placement_by_type.png
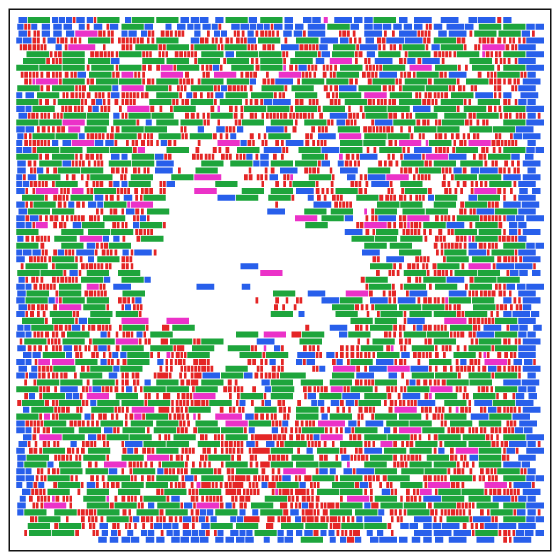
sizes.png
Bar = 50 µm.
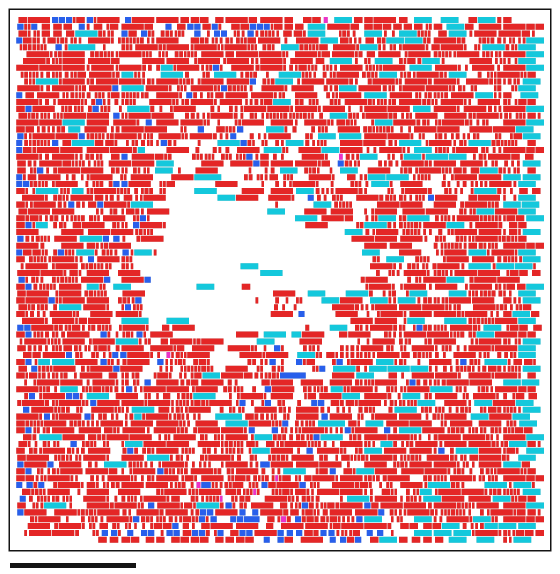
File: src/rtl/cnn_pkg.sv
// Shared types and constants for the CNN frame controller.
//   state_e   : controller state (idle / frames in flight / error)
//   DEF_*     : default geometry of the layer chain
//   wd_width  : watchdog counter width for a given idle-cycle limit
package cnn_pkg;

    typedef enum logic [1:0] {
        StIdle = 2'd0,
        StRun  = 2'd1,
        StErr  = 2'd2
    } state_e;

    localparam int unsigned DEF_OUT_W    = 16;
    localparam int unsigned DEF_OUT_N    = 16;
    localparam int unsigned DEF_N_LAYERS = 4;

    function automatic int unsigned wd_width(input int unsigned timeout);
        return (timeout < 1) ? 1 : $clog2(timeout + 1);
    endfunction

endpackage

File: src/rtl/cnn_out_fifo.sv
// Two-entry result queue.
//   clk, rst_n : clock, asynchronous active-low reset
//   flush      : empties the queue (priority over push/pop)
//   push/wdata : write request; taken when not full, or when full with a pop
//   pop        : read request; ignored when empty
//   rdata      : head entry, held while not popped
//   full/empty : occupancy flags
module cnn_out_fifo #(
    parameter int unsigned WIDTH = 256
) (
    input  logic             clk,
    input  logic             rst_n,
    input  logic             flush,
    input  logic             push,
    input  logic             pop,
    input  logic [WIDTH-1:0] wdata,
    output logic [WIDTH-1:0] rdata,
    output logic             full,
    output logic             empty
);

    logic [WIDTH-1:0] mem_q [2];
    logic             wr_ptr_q;
    logic             rd_ptr_q;
    logic [1:0]       cnt_q;
    logic             do_push;
    logic             do_pop;

    assign full    = (cnt_q == 2'd2);
    assign empty   = (cnt_q == 2'd0);
    assign do_pop  = pop && !empty;
    assign do_push = push && (!full || do_pop);
    assign rdata   = mem_q[rd_ptr_q];

    always_ff @(posedge clk or negedge rst_n) begin
        if (!rst_n) begin
            for (int i = 0; i < 2; i++) mem_q[i] <= '0;
            wr_ptr_q <= 1'b0;
            rd_ptr_q <= 1'b0;
            cnt_q    <= 2'd0;
        end else if (flush) begin
            wr_ptr_q <= 1'b0;
            rd_ptr_q <= 1'b0;
            cnt_q    <= 2'd0;
        end else begin
            if (do_push) begin
                mem_q[wr_ptr_q] <= wdata;
                wr_ptr_q        <= ~wr_ptr_q;
            end
            if (do_pop) rd_ptr_q <= ~rd_ptr_q;
            case ({do_push, do_pop})
                2'b10:   cnt_q <= cnt_q + 2'd1;
                2'b01:   cnt_q <= cnt_q - 2'd1;
                default: cnt_q <= cnt_q;
            endcase
        end
    end

endmodule

File: src/rtl/cnn_pipeline_ctrl.sv
// Frame controller for the CNN layer chain.
//   pic_start/start_ready : frame request handshake
//   src_start             : one-cycle start pulse to the image source
//   stage_valid           : per-stage valid pulses, bit N_LAYERS is the final layer
//   final_data            : final-layer result, captured on stage_valid[N_LAYERS]
//   out/out_valid/out_ready : result queue head with valid/ready handshake
//   clr_err               : clears errors and flushes the controller
//   busy/inflight/frame_cnt : status
//   err_timeout/err_overflow : sticky watchdog and dropped-result flags
module cnn_pipeline_ctrl
    import cnn_pkg::*;
#(
    parameter int unsigned N_LAYERS     = DEF_N_LAYERS,
    parameter int unsigned OUT_W        = DEF_OUT_W,
    parameter int unsigned OUT_N        = DEF_OUT_N,
    parameter int unsigned MAX_INFLIGHT = 2,
    parameter int unsigned TIMEOUT      = 65535
) (
    input  logic                   clk,
    input  logic                   rst_n,
    input  logic                   pic_start,
    output logic                   start_ready,
    output logic                   src_start,
    input  logic [N_LAYERS:0]      stage_valid,
    input  logic [OUT_W*OUT_N-1:0] final_data,
    output logic                   out_valid,
    input  logic                   out_ready,
    output logic [OUT_W*OUT_N-1:0] out,
    input  logic                   clr_err,
    output logic                   busy,
    output logic [2:0]             inflight,
    output logic [15:0]            frame_cnt,
    output logic                   err_timeout,
    output logic                   err_overflow
);

    localparam int unsigned DW     = OUT_W * OUT_N;
    localparam int unsigned WD_W   = wd_width(TIMEOUT);
    localparam logic [2:0]  MAX_IF = 3'(MAX_INFLIGHT);
    localparam logic [WD_W-1:0] WD_LAST = WD_W'(TIMEOUT - 1);

    state_e          state_q, state_d;
    logic [2:0]      inflight_q, inflight_d;
    logic [WD_W-1:0] wd_q, wd_d;
    logic            src_start_q, start_ready_q, err_to_q, err_ov_q;
    logic [15:0]     frame_cnt_q;

    logic accept, fin, handshake, ovf_ev, to_ev, quiet_run;
    logic fifo_full, fifo_empty;

    cnn_out_fifo #(
        .WIDTH(DW)
    ) u_fifo (
        .clk  (clk),
        .rst_n(rst_n),
        .flush(clr_err),
        .push (fin),
        .pop  (out_ready),
        .wdata(final_data),
        .rdata(out),
        .full (fifo_full),
        .empty(fifo_empty)
    );

    always_comb begin
        handshake = !fifo_empty && out_ready;
        accept    = pic_start && start_ready_q && !clr_err;
        // Final valid only counts with a frame in flight and outside ERR.
        fin       = stage_valid[N_LAYERS] && (state_q != StErr) &&
                    (inflight_q != 3'd0) && !clr_err;
        ovf_ev    = fin && fifo_full && !handshake;
        quiet_run = (state_q == StRun) && (stage_valid == '0);
        to_ev     = quiet_run && (wd_q == WD_LAST) && !clr_err;

        inflight_d = inflight_q;
        if (clr_err)              inflight_d = 3'd0;
        else if (accept && !fin)  inflight_d = inflight_q + 3'd1;
        else if (fin && !accept)  inflight_d = inflight_q - 3'd1;

        wd_d = (quiet_run && !clr_err && !to_ev) ? wd_q + WD_W'(1) : '0;

        if (clr_err)                state_d = StIdle;
        else if (to_ev || ovf_ev)   state_d = StErr;
        else if (state_q == StErr)  state_d = StErr;
        else if (inflight_d != 3'd0) state_d = StRun;
        else                        state_d = StIdle;
    end

    always_ff @(posedge clk or negedge rst_n) begin
        if (!rst_n) begin
            state_q       <= StIdle;
            inflight_q    <= 3'd0;
            wd_q          <= '0;
            src_start_q   <= 1'b0;
            start_ready_q <= 1'b0;
            err_to_q      <= 1'b0;
            err_ov_q      <= 1'b0;
            frame_cnt_q   <= 16'd0;
        end else begin
            state_q       <= state_d;
            inflight_q    <= inflight_d;
            wd_q          <= wd_d;
            src_start_q   <= accept;
            // Built from next-state values so a fresh accept closes the window at once.
            start_ready_q <= (inflight_d < MAX_IF) && (state_d != StErr);
            err_to_q      <= !clr_err && (err_to_q || to_ev);
            err_ov_q      <= !clr_err && (err_ov_q || ovf_ev);
            if (handshake) frame_cnt_q <= frame_cnt_q + 16'd1;
        end
    end

    assign start_ready  = start_ready_q;
    assign src_start    = src_start_q;
    assign out_valid    = !fifo_empty;
    assign busy         = (state_q == StRun);
    assign inflight     = inflight_q;
    assign frame_cnt    = frame_cnt_q;
    assign err_timeout  = err_to_q;
    assign err_overflow = err_ov_q;

endmodule

File: config.mk
export PLATFORM = sky130hd
export DESIGN_NAME = cnn_pipeline_ctrl
export DESIGN_NICKNAME = d
export VERILOG_FILES = /design/src/rtl/cnn_pkg.sv /design/src/rtl/cnn_out_fifo.sv /design/src/rtl/cnn_pipeline_ctrl.sv
export SDC_FILE = /design/constraint.sdc
export NUM_CORES = 1
export LEC_CHECK = 0
export ABC_AREA = 1
export CAP_MARGIN = 10
export CORE_MARGIN = 2
export CORE_UTILIZATION = 55
export DETAILED_ROUTE_END_ITERATION = 10
export GPL_ROUTABILITY_DRIVEN = 0
export HOLD_SLACK_MARGIN = 0.15
export PLACE_DENSITY_LB_ADDON = 0.3
export SLEW_MARGIN = 20
export SYNTH_ARGS = -nofsm -noshare
export SYNTH_HDL_FRONTEND = slang
export SYNTH_SLANG_ARGS = --single-unit
export TNS_END_PERCENT = 5
File: constraint.sdc
create_clock -name clk -period 3.4 [get_ports clk]
set_clock_uncertainty 0.05 [all_clocks]
set_input_delay 0.68 -clock clk [delete_from_list [all_inputs] [get_ports clk]]
set_output_delay 0.68 -clock clk [all_outputs]
set_load 0.1 [all_outputs]
==> flow_metrics.tcl <==
# implementation run metrics
set metrics [dict create \
    worstSkewPairLatency_ns 0.60 \
    setup_viol 0 \
    core_mm2 0.0440 \
    fp_nets 3281 \
    crit_start "u_fifo.rd_ptr_q" \
    drt_iter0_drc 2211 \
    critPathBufInv 2 \
    edf_count 0 \
    hold_slack_ns 0.430 \
    yosys_area_mm2 0.0244 \
    drv_cap 0 \
    m1WireLength_mm 27.3 \
    cts.reportedPaths.clkPinSlew_ns 0.06 \
    outcome "complete, no violations" \
    die_area_mm2 0.0461 \
    relSlewSlack_pct 18.2 \
    ys_sh_xor_pct 0.753 \
    ys_seq_share_pct 57.1 \
    r2r_start "inflight[0]" \
    synth-simple-area-share_pct 22.4 \
    synthArstFlopShare_pct 100 \
    crit_required_ns 2.67 \
    crit_path_frequent_cell "nand2_1" \
    grt_setup_unrepaired "no" \
    wl_met3_mm 5.89 \
    netlist_logic_family_top "simple AND/OR/NAND/NOR gates" \
    ys_warn_count 0 \
    synth_top_cell_by_area "dfrtp_1" \
    wirelength_mm 70.6 \
    top_layer_used "met5" \
    layout-drive-gt1-share_pct 11.8 \
    synth_cells 3009 \
    area_delta_synth_final_pct 35.3 \
    wl_per_cell_um 17.1 \
    dr_wl_met2_mm 34.0 \
    die_h_um 215 \
    gr-total-overflow 0 \
    antenna_found_initial 15 \
    grt_pass1_wl_mm 113 \
    start_kind "flop" \
    yosysUniqueCellTypes 28 \
    cts_tree "yes" \
    post_cts_resized 0 \
    yosys.cell_count.top_type "nand2_1" \
    grt_max_degree 182 \
    worstPathMaxFanout 181 \
    dp_slack_ns 0.454 \
    synth_area_mm2 0.0244 \
    cts_max_level 2 \
    critPathArrivalTime_ns 2.62 \
    cp-end-kind "primary output" \
    avgSynthCellArea_um2 8.12 \
    dr.pass1.iters 6 \
    path_cells "buf_12, nand2_1, nand2_1, buf_4" \
    min_period_over_period_pct 98.4 \
    hold_buffers 1 \
    warnings 33 \
    hold_viol 0 \
    synth_top_area_share_pct 57.1 \
    cts.path.max_buffers 3 \
    fp-row-count 77 \
    ant_nets 0 \
    ys_cells 3009 \
    adder_share_pct 0.307 \
    drcViolationCount 0 \
    grt_pass1_vias 21700 \
    finalMaxSlewViolations 0 \
    cpMaxStageDelayCell "dfrtp_4" \
    crit_family "buffers and inverters" \
    yosys-top-cells-count "nand2_1 (1346), dfrtp_1 (557), o21ai_1 (427)" \
    placed_cell_area_mm2 0.0312 \
    worstSetupPathType "flop to primary output" \
    numClockSinks 557 \
    min_period_ns 3.35 \
    synthFlopType "dfrtp_1" \
    ioPinCount 547 \
    dpl.hpwl_mm 47.6 \
    portBuffers 546 \
    worstHoldStart "wd_q[0]" \
    hold_class "flop to flop" \
    fin_area_mm2 0.0331 \
    grt_use_total_pct 30.4 \
    initCoreUtil_pct 55.5 \
    layout.nets 3760 \
    worstMarginPinSlew_ns 1.23 \
    fin_tns_setup_ns 0 \
    fp.dieW_um 215 \
    finalWorstSetupSlack_ns 0.0546 \
    num_vias 21900 \
    layout_top_cell "nand2_1" \
    vias_per_cell 5.31 \
    slowest_delay_ns 0.47 \
    numSynthFlops 557 \
    max_freq_mhz 299 \
    aoi_share_pct 10.8 \
    cts_setup_buffers 0 \
    top_cells_by_area "dfrtp_1 (57%), nand2_1 (21%), o21ai_1 (8.7%)" \
    post_synth_mux_area_share_pct 0 \
    numCtsBuffers 56 \
    cts_root_buf "clkbuf_16" \
    final_layout_top_logic_cells "nand2_1 (1346), dfrtp_1 (556), o21ai_1 (427), inv_1 (296), clkdlybuf4s50_1 (264)" \
]
Notes on placement_by_type.png above:
green -> flops  # cells 557
magenta -> clock drivers and dummy loads  # cells 102
blue -> other buffers and delay cells  # cells 591
red -> combinational and other logic  # cells 2282

Notes on sizes.png above:
blue -> _3 and _4 cells  # cells 180, share 5.1%
magenta -> _2 cells  # cells 8, share 0.23%
cyan -> _6 and larger  # cells 228, share 6.5%
red -> _0 and _1 cells  # cells 3116, share 88%

==> layer usage <==
| metal | up-vias | GRT usage [%] |
|---|---|---|
| li1 | 10300 | - |
| met1 | 10600 | 38.0 |
| met2 | 926 | 49.7 |
| met3 | 176 | 7.57 |
| met4 | 6 | 14.8 |
| met5 | - | 0 |
==> flip-flops by register name, indices dropped and copies added (netlist names) <==
signal	cells
u_fifo.cnt_q	2
u_fifo.wr_ptr_q	1
u_fifo.rd_ptr_q	1
err_overflow	1
wd_q	16
err_timeout	1
u_fifo.mem_q	512
start_ready	1
state_q	2
src_start	1
frame_cnt	16
inflight	3
==> cell type report <==
cell class,count,area (µm²)
Inverter,300,1130
Clock inverter,12,195
Timing Repair Buffer,591,6980
Tap cell,592,741
Fill cell,2974,11000
Clock buffer,90,1650
Antenna cell,12,30.0
Sequential cell,557,13900
Multi-Input combinational cell,1982,8380
==> worst paths after layout <==
kind	end	slack (ns)	cells past startpoint
hold / removal	wd_q[0]	0.43	1
setup / recovery	out[4]	0.05	4
min in group asynchronous	u_fifo.mem_q[146]	0.66	2
setup reg to reg	u_fifo.mem_q[371]	0.91	9
max in group asynchronous	u_fifo.mem_q[91]	1.70	3
hold reg to reg	wd_q[0]	0.43	1
==> metrics by stage <==
step           instances  util (%)
2_1_floorplan       3009         -
3_3_place_gp        4021      70.8
3_5_place_dp        4021      70.8
4_1_cts             4124      75.0
5_1_grt             4136      75.1
6_report            4136      75.1
